**config.mk**
```make
export PLATFORM = sky130hd
export DESIGN_NAME = memory_access_master
export DESIGN_NICKNAME = d
export VERILOG_FILES = /design/src/rtl/memory_access_master_pkg.sv /design/src/rtl/memory_access_master.sv
export SDC_FILE = /design/constraint.sdc
export NUM_CORES = 1
export LEC_CHECK = 0
export ABC_AREA = 1
export ABC_CLOCK_PERIOD_IN_PS = 2300
export CORE_AREA = 2 2 68 83
export DETAILED_ROUTE_END_ITERATION = 7
export DIE_AREA = 0 0 70 85
export PLACE_DENSITY = 0.75
export SLEW_MARGIN = 10
export SYNTH_ARGS = -nofsm -noshare
export SYNTH_HDL_FRONTEND = slang
export SYNTH_SLANG_ARGS = --single-unit
```
**constraint.sdc**
```tcl
create_clock -name CLOCK -period 2.3 [get_ports CLOCK]
set_input_delay 0.46 -clock CLOCK [delete_from_list [all_inputs] [get_ports CLOCK]]
set_output_delay 0.46 -clock CLOCK [all_outputs]
set_load 0.05 [all_outputs]
```
**src/rtl/memory_access_master_pkg.sv**
```systemverilog
// ---------------------------------------------------------------------------
// memory_access_master_pkg
// Shared types for the memory bus initiator and the memory it drives.
//   DEFAULT_TYPE          : common data/address word of the memory bus
//   MEMORY_FLAG_TYPE      : command presented on ctrl_bus
//   MEM_MASTER_STATE_TYPE : state encoding of memory_access_master
// ---------------------------------------------------------------------------
package memory_access_master_pkg;

    typedef logic [7:0] DEFAULT_TYPE;

    typedef enum logic [1:0] {
        MEMORY_NONE  = 2'd0,
        MEMORY_READ  = 2'd1,
        MEMORY_WRITE = 2'd2
    } MEMORY_FLAG_TYPE;

    typedef enum logic [1:0] {
        IDLE  = 2'd0,
        READ  = 2'd1,
        WRITE = 2'd2
    } MEM_MASTER_STATE_TYPE;

endpackage

```
**src/rtl/memory_access_master.sv**
```systemverilog
// ---------------------------------------------------------------------------
// memory_access_master
// Bus initiator for memory_unit. Converts CPU burst requests (read or write,
// 1..256 beats) into memory bus cycles and returns read data through a
// valid/ready stream that absorbs the memory's one-cycle read latency.
// Ports:
//   CLOCK, RESET (async, active-low)
//   req_valid/req_ready/req_write/req_addr/req_len : burst request
//   wr_valid/wr_data/wr_ready                      : write beat stream
//   rsp_valid/rsp_data/rsp_last/rsp_ready          : read beat stream
//   ctrl_bus/addr_bus/write_bus                    : memory command side
//   read_bus                                       : memory read data
// ADDR_W must equal the width of DEFAULT_TYPE.
// ---------------------------------------------------------------------------
module memory_access_master
    import memory_access_master_pkg::*;
#(
    parameter int ADDR_W = 8
) (
    input  logic            CLOCK,
    input  logic            RESET,
    input  logic            req_valid,
    output logic            req_ready,
    input  logic            req_write,
    input  DEFAULT_TYPE     req_addr,
    input  DEFAULT_TYPE     req_len,
    input  logic            wr_valid,
    input  DEFAULT_TYPE     wr_data,
    output logic            wr_ready,
    output logic            rsp_valid,
    output DEFAULT_TYPE     rsp_data,
    output logic            rsp_last,
    input  logic            rsp_ready,
    output MEMORY_FLAG_TYPE ctrl_bus,
    output DEFAULT_TYPE     addr_bus,
    output DEFAULT_TYPE     write_bus,
    input  DEFAULT_TYPE     read_bus
);

    // One extra bit so a 256-beat burst can be counted.
    localparam logic [ADDR_W:0] COUNT_ONE = (ADDR_W + 1)'(1);
    localparam DEFAULT_TYPE     ADDR_ONE  = DEFAULT_TYPE'(1);

    MEM_MASTER_STATE_TYPE state, next_state;
    DEFAULT_TYPE          addr_ptr;
    DEFAULT_TYPE          last_addr;
    logic [ADDR_W:0]      issue_left;
    logic                 pend;
    logic                 pend_last;

    logic stall;
    logic issue_beat;
    logic beat_taken;

    // A held read beat that the CPU refuses blocks new issues; the memory is
    // then fed the previous address again so its output does not move.
    assign stall      = pend & ~rsp_ready;
    assign issue_beat = (state == READ) & ~stall & (issue_left != '0);
    assign beat_taken = pend & rsp_ready;

    // State register
    always_ff @(posedge CLOCK or negedge RESET) begin
        if (!RESET) begin
            state <= IDLE;
        end else begin
            state <= next_state;
        end
    end

    // Next-state decode
    always_comb begin
        next_state = state;
        case (state)
            IDLE: begin
                if (req_valid) begin
                    next_state = req_write ? WRITE : READ;
                end
            end
            WRITE: begin
                if (wr_valid && (issue_left == COUNT_ONE)) begin
                    next_state = IDLE;
                end
            end
            READ: begin
                // pend_last is only set once every beat has been issued,
                // so taking that beat ends the burst.
                if (beat_taken && pend_last) begin
                    next_state = IDLE;
                end
            end
            default: next_state = IDLE;
        endcase
    end

    // Burst bookkeeping. pend_last is cleared on acceptance so that a new
    // burst does not inherit the final-beat marker of the previous one.
    always_ff @(posedge CLOCK or negedge RESET) begin
        if (!RESET) begin
            addr_ptr   <= '0;
            last_addr  <= '0;
            issue_left <= '0;
            pend       <= 1'b0;
            pend_last  <= 1'b0;
        end else begin
            case (state)
                IDLE: begin
                    if (req_valid) begin
                        addr_ptr   <= req_addr;
                        issue_left <= {1'b0, req_len} + COUNT_ONE;
                        pend       <= 1'b0;
                        pend_last  <= 1'b0;
                    end
                end
                WRITE: begin
                    if (wr_valid) begin
                        addr_ptr   <= addr_ptr + ADDR_ONE;
                        issue_left <= issue_left - COUNT_ONE;
                    end
                end
                READ: begin
                    if (issue_beat) begin
                        last_addr  <= addr_ptr;
                        addr_ptr   <= addr_ptr + ADDR_ONE;
                        issue_left <= issue_left - COUNT_ONE;
                        pend       <= 1'b1;
                        pend_last  <= (issue_left == COUNT_ONE);
                    end else if (beat_taken) begin
                        pend <= 1'b0;
                    end
                end
                default: begin
                end
            endcase
        end
    end

    // Bus and handshake outputs decoded from state plus handshake inputs.
    always_comb begin
        req_ready = 1'b0;
        wr_ready  = 1'b0;
        rsp_valid = 1'b0;
        rsp_data  = '0;
        rsp_last  = 1'b0;
        ctrl_bus  = MEMORY_NONE;
        addr_bus  = '0;
        write_bus = '0;
        case (state)
            IDLE: begin
                req_ready = 1'b1;
            end
            WRITE: begin
                wr_ready = 1'b1;
                if (wr_valid) begin
                    ctrl_bus  = MEMORY_WRITE;
                    addr_bus  = addr_ptr;
                    write_bus = wr_data;
                end
            end
            READ: begin
                ctrl_bus  = MEMORY_READ;
                addr_bus  = stall ? last_addr : addr_ptr;
                rsp_valid = pend;
                rsp_data  = read_bus;
                rsp_last  = pend & pend_last;
            end
            default: begin
            end
        endcase
    end

endmodule

```
==> notes.md, run 1 <==
run results: die area 5950 um2, WP buf/inv 4, final-layout clock buffer total 6, total chip power 4330 uW, number of non-clock buffers 83, cell repeated most along the worst path inv_2, Signal buf overhead 30.1%, Inverters excl. clock 55, Worst-path clk slew 0.07 ns, Synth Area per Inst 6.20 um2, Cells after DPL 498, fin area 3530 um2, Async SR Flop Fraction 100%, CTS H-tree lvls 2, Comb/total area 39.0%, Yosys reg bits 29, Crit. End Element output port, CP top delay family buffers and inverters, Routed Antenna Nets 0, gr busiest metal met2, worst hold slack 0.505 ns, CP Launch Type register, CP max stage cell dfrtp_1, max FFs per register 9, gr ovfl total 0, via count 2,550, routed wl met3 386 um, fmax 0.453 GHz, met2 usage 41.7%, Core Box Area 5150 um2, worst-margin pin slew 0.413 ns, # Cells Yosys 364, Synth area leaders dfrtp_1, nand2_1, inv_1, first-pass GRT wire length 10,700 um, Slew HR 72.4%, outcome completed, commonest non-fill, non-tap cell in the layout nand2_1, post-synthesis sequential area ratio 32.2%, First-pass DRT Iterations 5, Comb gates 271, Pint 2060 uW, # IOs 68, largest net degree at the start of global routing 30, final-stage net count 492, OpenROAD warning count 32, met3 usage 4.28%, vias in the first global route 2,520, Row Count 29, largest register by flop count issue_left, pre-CTS WS -0.0170 ns, Initial DRC Count 142, largest class combinational gates, switch share 52.5%, logic area 1380 um2, CTS tree built, period utilisation layout 96.0%, Port Buffer Count 67, Comb power frac 67.0%, Total GRT Usage 22.1%, Area leader share 32.2%, CP Class register to output port, initial antenna violation count 0, Fin. Hold Viols 0, critical path cell sequence inv_2 > ha_2 > inv_2 > o21ai_2 > buf_6 > nand2_1 > a21oi_4 > buf_12, # diodes 0, leading registers by flop count issue_left: 9 flops, addr_ptr: 8 flops, last_addr: 8 flops, routed wire length 6210 um, synthesized cell area 2260 um2, Worst VDD drop 0.000678 V, Hold Path Origin last_addr[4], worst setup path startpoint state[1], crit-path max cell delay 0.42 ns, share of layout cells above drive strength 1 17.5%, WP data arrival 1.75 ns, drc violations 0, Req. time, crit path 1.84 ns, YS warnings 0, number of enable flip-flop cells 0, clk tree area frac 2.34%, Seq power 1020 uW, final core occ 68.6%, die height 85 um, Vias/cell 5.02, Main power group combinational logic, DP Area 3390 um2, Area Growth Syn to Fin 56.6%, fin crit period 2.21 ns, Die Wd 70 um, Seq pwr share 23.5%, Slew Viols, Final 0, PwrDens 1230 nW/um2, Mapped Cells 364, max cap viols 0, Hold Crit Class register to register, setup TNS 0 ns, combinational gate power 2900 uW, synth cell count leaders nand2_1, inv_1, nor2_1, nand3_1, dfrtp_1, Flop area 726 um2, Final Skew 0.00564 ns, Clock Tree Buf Depth 2, grt met1 use 23.8%, FF+latch count 29, Root Buffer clkbuf_8, Insertion Delay late pin 0.29 ns, GP Congestion 0.849, CP max FO 8, Layout Cells excl Fill 508, Pleak 0.00181 uW, area leader, netlist dfrtp_1, met2 WL 3280 um, max layer used met4, clock sinks 29
-- run 1: cells by family after synthesis --
kind of cell             synth area share [%]
AND/OR/NAND/NOR                          41.9
buffers and inverters                    11.5
AND-OR/OR-AND                            9.10
flip-flops                               32.2
adder cells (fa/ha/maj)                  4.99
XOR/XNOR                                0.388
-- run 1: path summary, 6_finish.rpt --
kind,endpoint,slack (ns),depth (start not counted)
max,addr_bus[6],0.09,8
min,last_addr[4],0.51,2
max reg2reg,issue_left[8],0.39,9
min reg2reg,last_addr[4],0.51,2
max in group asynchronous,pend,1.46,2
min in group asynchronous,last_addr[4],0.56,2
-- run 1: repair_timing --
action,CTS,global route
gates resized,1,10
setup endpoints to repair,1,8
gates cloned,0,0
hold endpoints to repair,0,0
buffers inserted,0,2
hold buffers,0,0
pin swaps,0,1
**Run 1: gate-type map**

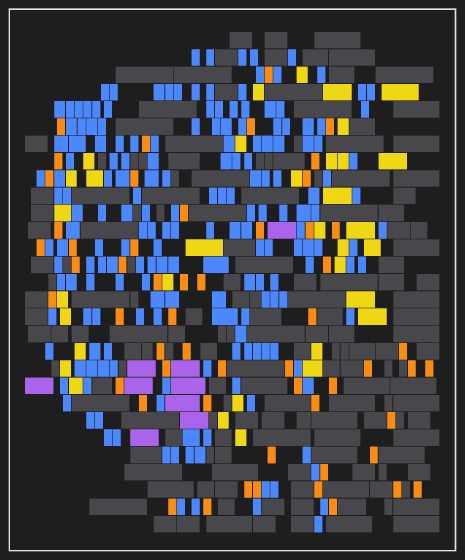
legend:
  nand cells:
    colour: blue
    cells: 188
  aoi and oai cells:
    colour: yellow
    cells: 34
  fa/ha/maj cells:
    colour: purple
    cells: 9
  inv cells:
    colour: orange
    cells: 55
    where: widely spread

**Run 1: routed clock nets over the placement**

Scale bar: 20 um.
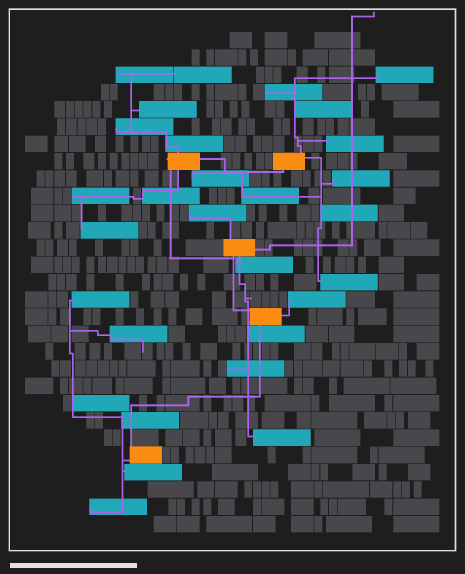
legend:
  flip-flops:
    colour: cyan
    count: 29
  clock wires:
    colour: purple
    length: 450 um
  clock drivers:
    colour: orange
    count: 5
routed clock nets: 6
Clock Power: 411 uW
Clk pwr share: 9.5%

**Run 1: cells by drive strength**

Scale bar: 20 um.
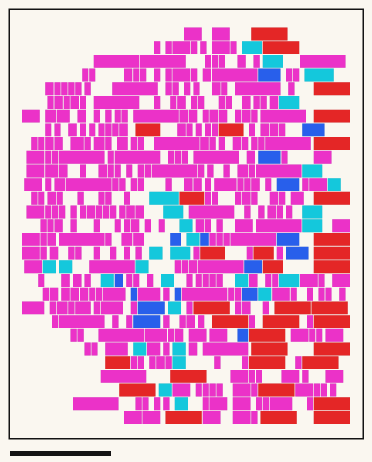
legend:
  _6 and larger:
    colour: red
    cells: 34
    share: 7.6%
  _2 cells:
    colour: blue
    cells: 16
    share: 3.6%
  _0 and _1 cells:
    colour: magenta
    cells: 368
    share: 83%
  _3 and _4 cells:
    colour: cyan
    cells: 28
    share: 6.3%

==> inputs of run 2 (changes only) <==
CTS_CLUSTER_DIAMETER = 200   (was default)
**Run 2: gate-type map**

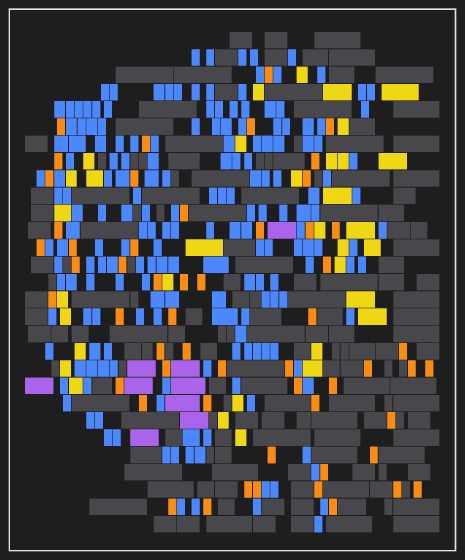
legend:
  nand cells:
    colour: blue
    cells: 188
  inv cells:
    colour: orange
    cells: 55
    where: widely spread
  fa/ha/maj cells:
    colour: purple
    cells: 9
  aoi and oai cells:
    colour: yellow
    cells: 34

**Run 2: routed clock nets over the placement**

Scale bar: 20 um.
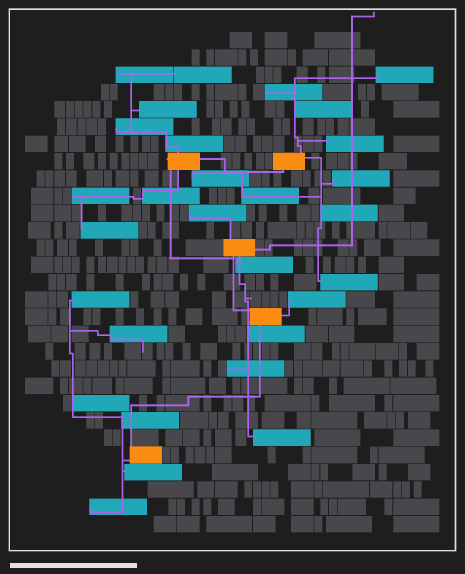
legend:
  clock drivers:
    colour: orange
    count: 5
  clock wires:
    colour: purple
    length: 450 um
  flip-flops:
    colour: cyan
    count: 29
routed clock nets: 6
Final Skew: 0.00564 ns
Insertion Delay late pin: 0.29 ns

==> notes.md, run 2 <==
run results: Comb gates 271, combinational gate power 2900 uW, Layout Cells excl Fill 508, worst-margin pin slew 0.413 ns, die height 85 um, post-synthesis sequential area ratio 32.2%, Initial DRC Count 142, # Cells Yosys 364, Root Buffer clkbuf_8, final core occ 68.6%, routed wire length 6210 um, Worst Reg-to-Reg Cells 9, share of layout cells above drive strength 1 17.5%, Worst-path clk slew 0.07 ns, Routed Antenna Nets 0, largest net degree at the start of global routing 30, Row Count 29, # diodes 0, largest register by flop count issue_left, CP max stage cell dfrtp_1, DP Area 3390 um2, total chip power 4330 uW, die area 5950 um2, Area Growth Syn to Fin 56.6%, outcome completed, Slew HR 72.4%, area leader, netlist dfrtp_1, Total GRT Usage 22.1%, max FFs per register 9, CP top delay family buffers and inverters, Synth Area per Inst 6.20 um2, Clk pwr share 9.5%, Comb power frac 67.0%, routed wl met3 386 um, pre-CTS WS -0.0170 ns, Yosys reg bits 29, Crit. End Element output port, Synth area leaders dfrtp_1, nand2_1, inv_1, grt met1 use 23.8%, worst setup path startpoint state[1], clock sinks 29, Seq power 1020 uW, FF+latch count 29, fin area 3530 um2, Pleak 0.00181 uW, GP Congestion 0.849, max layer used met4, Req. time, crit path 1.84 ns, YS warnings 0, synthesized cell area 2260 um2, crit-path max cell delay 0.42 ns, Async SR Flop Fraction 100%, Mapped Cells 364, # IOs 68, via count 2,550, Comb/total area 39.0%, leading registers by flop count issue_left: 9 flops, addr_ptr: 8 flops, last_addr: 8 flops, largest class combinational gates, met3 usage 4.28%, Flop area 726 um2, final-layout clock buffer total 6, CTS tree built, Clock Power 411 uW, Inverters excl. clock 55, Slew Viols, Final 0
## run 2: cells by family (layout without fill, tap and decap cells)
kind of cell,count (synthesis),in the layout,share of synthesized area [%]
and+or+nand+nor,227,227,41.9
AOI/OAI and AO/OA,34,34,9.10
adders and majority gates,9,9,4.99
xor gates and xnor gates,1,1,0.388
DFF,29,29,32.2
buffers and inverters,64,146,11.5
## run 2: worst min path at each step
stage	startpoint	to	slack, ns	cells after the start
global placement	last_addr[4]	last_addr[4]	0.47	2
CTS	last_addr[1]	last_addr[1]	0.49	2
floorplan	RESET	addr_ptr[0]	0.16	0
global route	last_addr[1]	last_addr[1]	0.53	2
finish	last_addr[4]	last_addr[4]	0.51	2
detailed placement	last_addr[1]	last_addr[1]	0.47	2
==> inputs of run 3 (changes only) <==
ABC_CLOCK_PERIOD_IN_PS = 2700   (was 2300)
SKIP_CTS_REPAIR_TIMING = 1   (was default)
clock period = 2.7 ns   (was 2.3 ns; I/O delays follow)
**Run 3: where the registers sit**

Other sequential cells in the stronger grey, the rest of the logic in the fainter grey.
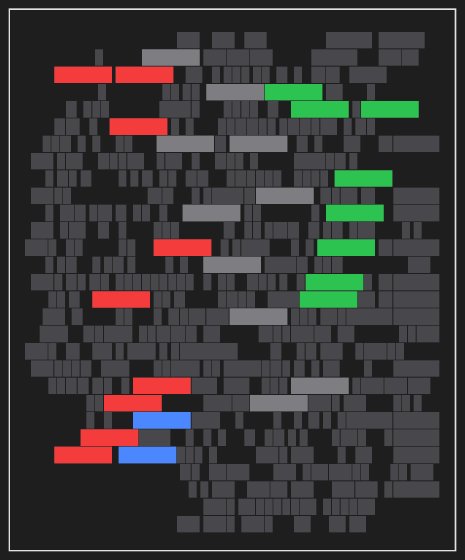
legend:
  issue_left:
    colour: red
    flops: 9
  state:
    colour: blue
    flops: 2
  last_addr:
    colour: green
    flops: 8
not coloured: 10
Seq power: 853 uW
flop share of the area: 22.1%
final core occ: 63.8%
Flop area: 726 um2

**Run 3: cells by drive strength**

Scale bar: 20 um.
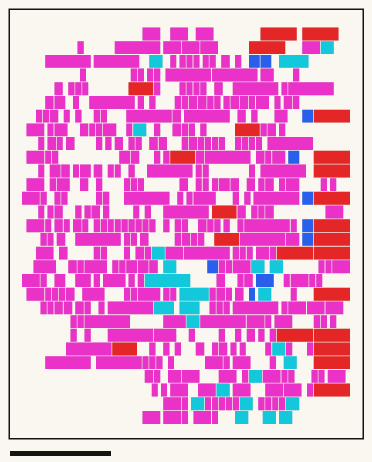
legend:
  _2 cells:
    colour: blue
    cells: 10
    share: 2.3%
  _0 and _1 cells:
    colour: magenta
    cells: 380
    share: 87%
  _6 and larger:
    colour: red
    cells: 23
    share: 5.3%
  _3 and _4 cells:
    colour: cyan
    cells: 24
    share: 5.5%

==> notes.md, run 3 <==
run results: CTS H-tree lvls 2, # diodes 0, Slew Viols, Final 0, Seq pwr share 24.6%, setup TNS 0 ns, max FFs per register 9, vias in the first global route 2,365, clk tree area frac 2.63%, synth cell count leaders nand2_1, inv_1, nor2_1, nand3_1, dfrtp_1, Pint 1650 uW, period utilisation layout 91.3%, die height 85 um, Clk pwr share 10.4%, outcome completed, initial antenna violation count 0, clock sinks 29, max cap viols 0, via count 2,460, Vias/cell 4.93, number of non-clock buffers 75, Mapped Cells 364, Clock Tree Buf Depth 2, die area 5950 um2, PwrDens 1060 nW/um2, number of enable flip-flop cells 0, CP Launch Type register, Req. time, crit path 2.16 ns, Root Buffer clkbuf_8, commonest non-fill, non-tap cell in the layout nand2_1, Synth Area per Inst 6.20 um2, CP top delay family buffers and inverters, grt met1 use 22.4%, CP Class register to output port, worst-margin pin slew 0.496 ns, Worst-path clk slew 0.06 ns, largest register by flop count issue_left, Final Skew 0.00237 ns, Cells after DPL 492, share of layout cells above drive strength 1 13.0%, Fin. Hold Viols 0, Insertion Delay late pin 0.28 ns, OpenROAD warning count 31, Comb/total area 39.9%, synthesized cell area 2260 um2, post-synthesis sequential area ratio 32.2%, Routed Antenna Nets 0, Pleak 0.00173 uW, Row Count 29, logic area 1310 um2, CP max stage cell clkdlybuf4s50_1, met3 usage 3.92%, Area leader share 32.2%, Yosys reg bits 29, switch share 52.3%, Main power group combinational logic, First-pass DRT Iterations 4, GP Congestion 0.882, Slew HR 66.8%, Port Buffer Count 67, Synth area leaders dfrtp_1, nand2_1, inv_1, critical path cell sequence inv_1 > ha_4 > clkdlybuf4s50_1, fin crit period 2.46 ns, largest net degree at the start of global routing 30, area leader, netlist dfrtp_1, Worst VDD drop 0.000487 V, drc violations 0, crit-path max cell delay 0.84 ns, routed wl met3 288 um, worst hold slack 0.488 ns, final-layout clock buffer total 7, YS warnings 0, pre-CTS WS 0.305 ns, combinational gate power 2260 uW, gr ovfl total 0, # IOs 68, Crit. End Element output port, fmax 0.406 GHz, # Cells Yosys 364, final-stage net count 484, DP Area 3190 um2, Area Growth Syn to Fin 45.8%, leading registers by flop count issue_left: 9 flops, addr_ptr: 8 flops, last_addr: 8 flops, gr busiest metal met2, CP max FO 14, fin area 3290 um2, Comb power frac 65.0%, largest class combinational gates, Initial DRC Count 148, max layer used met4
run 3: cell counts after synthesis:
Identical to the previous run, type by type.
run 3: cell families after synthesis:
kind of cell	synth area share, %
XOR/XNOR	0.388
buffers and inverters	11.5
AND/OR/NAND/NOR	41.9
AND-OR/OR-AND	9.10
flip-flops	32.2
adder cells (fa/ha/maj)	4.99
run 3: worst paths after layout:
| path | start | endpoint | slack [ns] | depth (start not counted) |
|---|---|---|---|---|
| max | state[1] | ctrl_bus[0] | 0.24 | 3 |
| min reg2reg | last_addr[4] | last_addr[4] | 0.49 | 2 |
| min in group asynchronous | RESET | last_addr[6] | 0.64 | 2 |
| max in group asynchronous | RESET | state[0] | 1.78 | 2 |
| max reg2reg | state[1] | addr_ptr[6] | 0.78 | 9 |
| min | last_addr[4] | last_addr[4] | 0.49 | 2 |
Power is estimated from default activity; no workload was simulated.
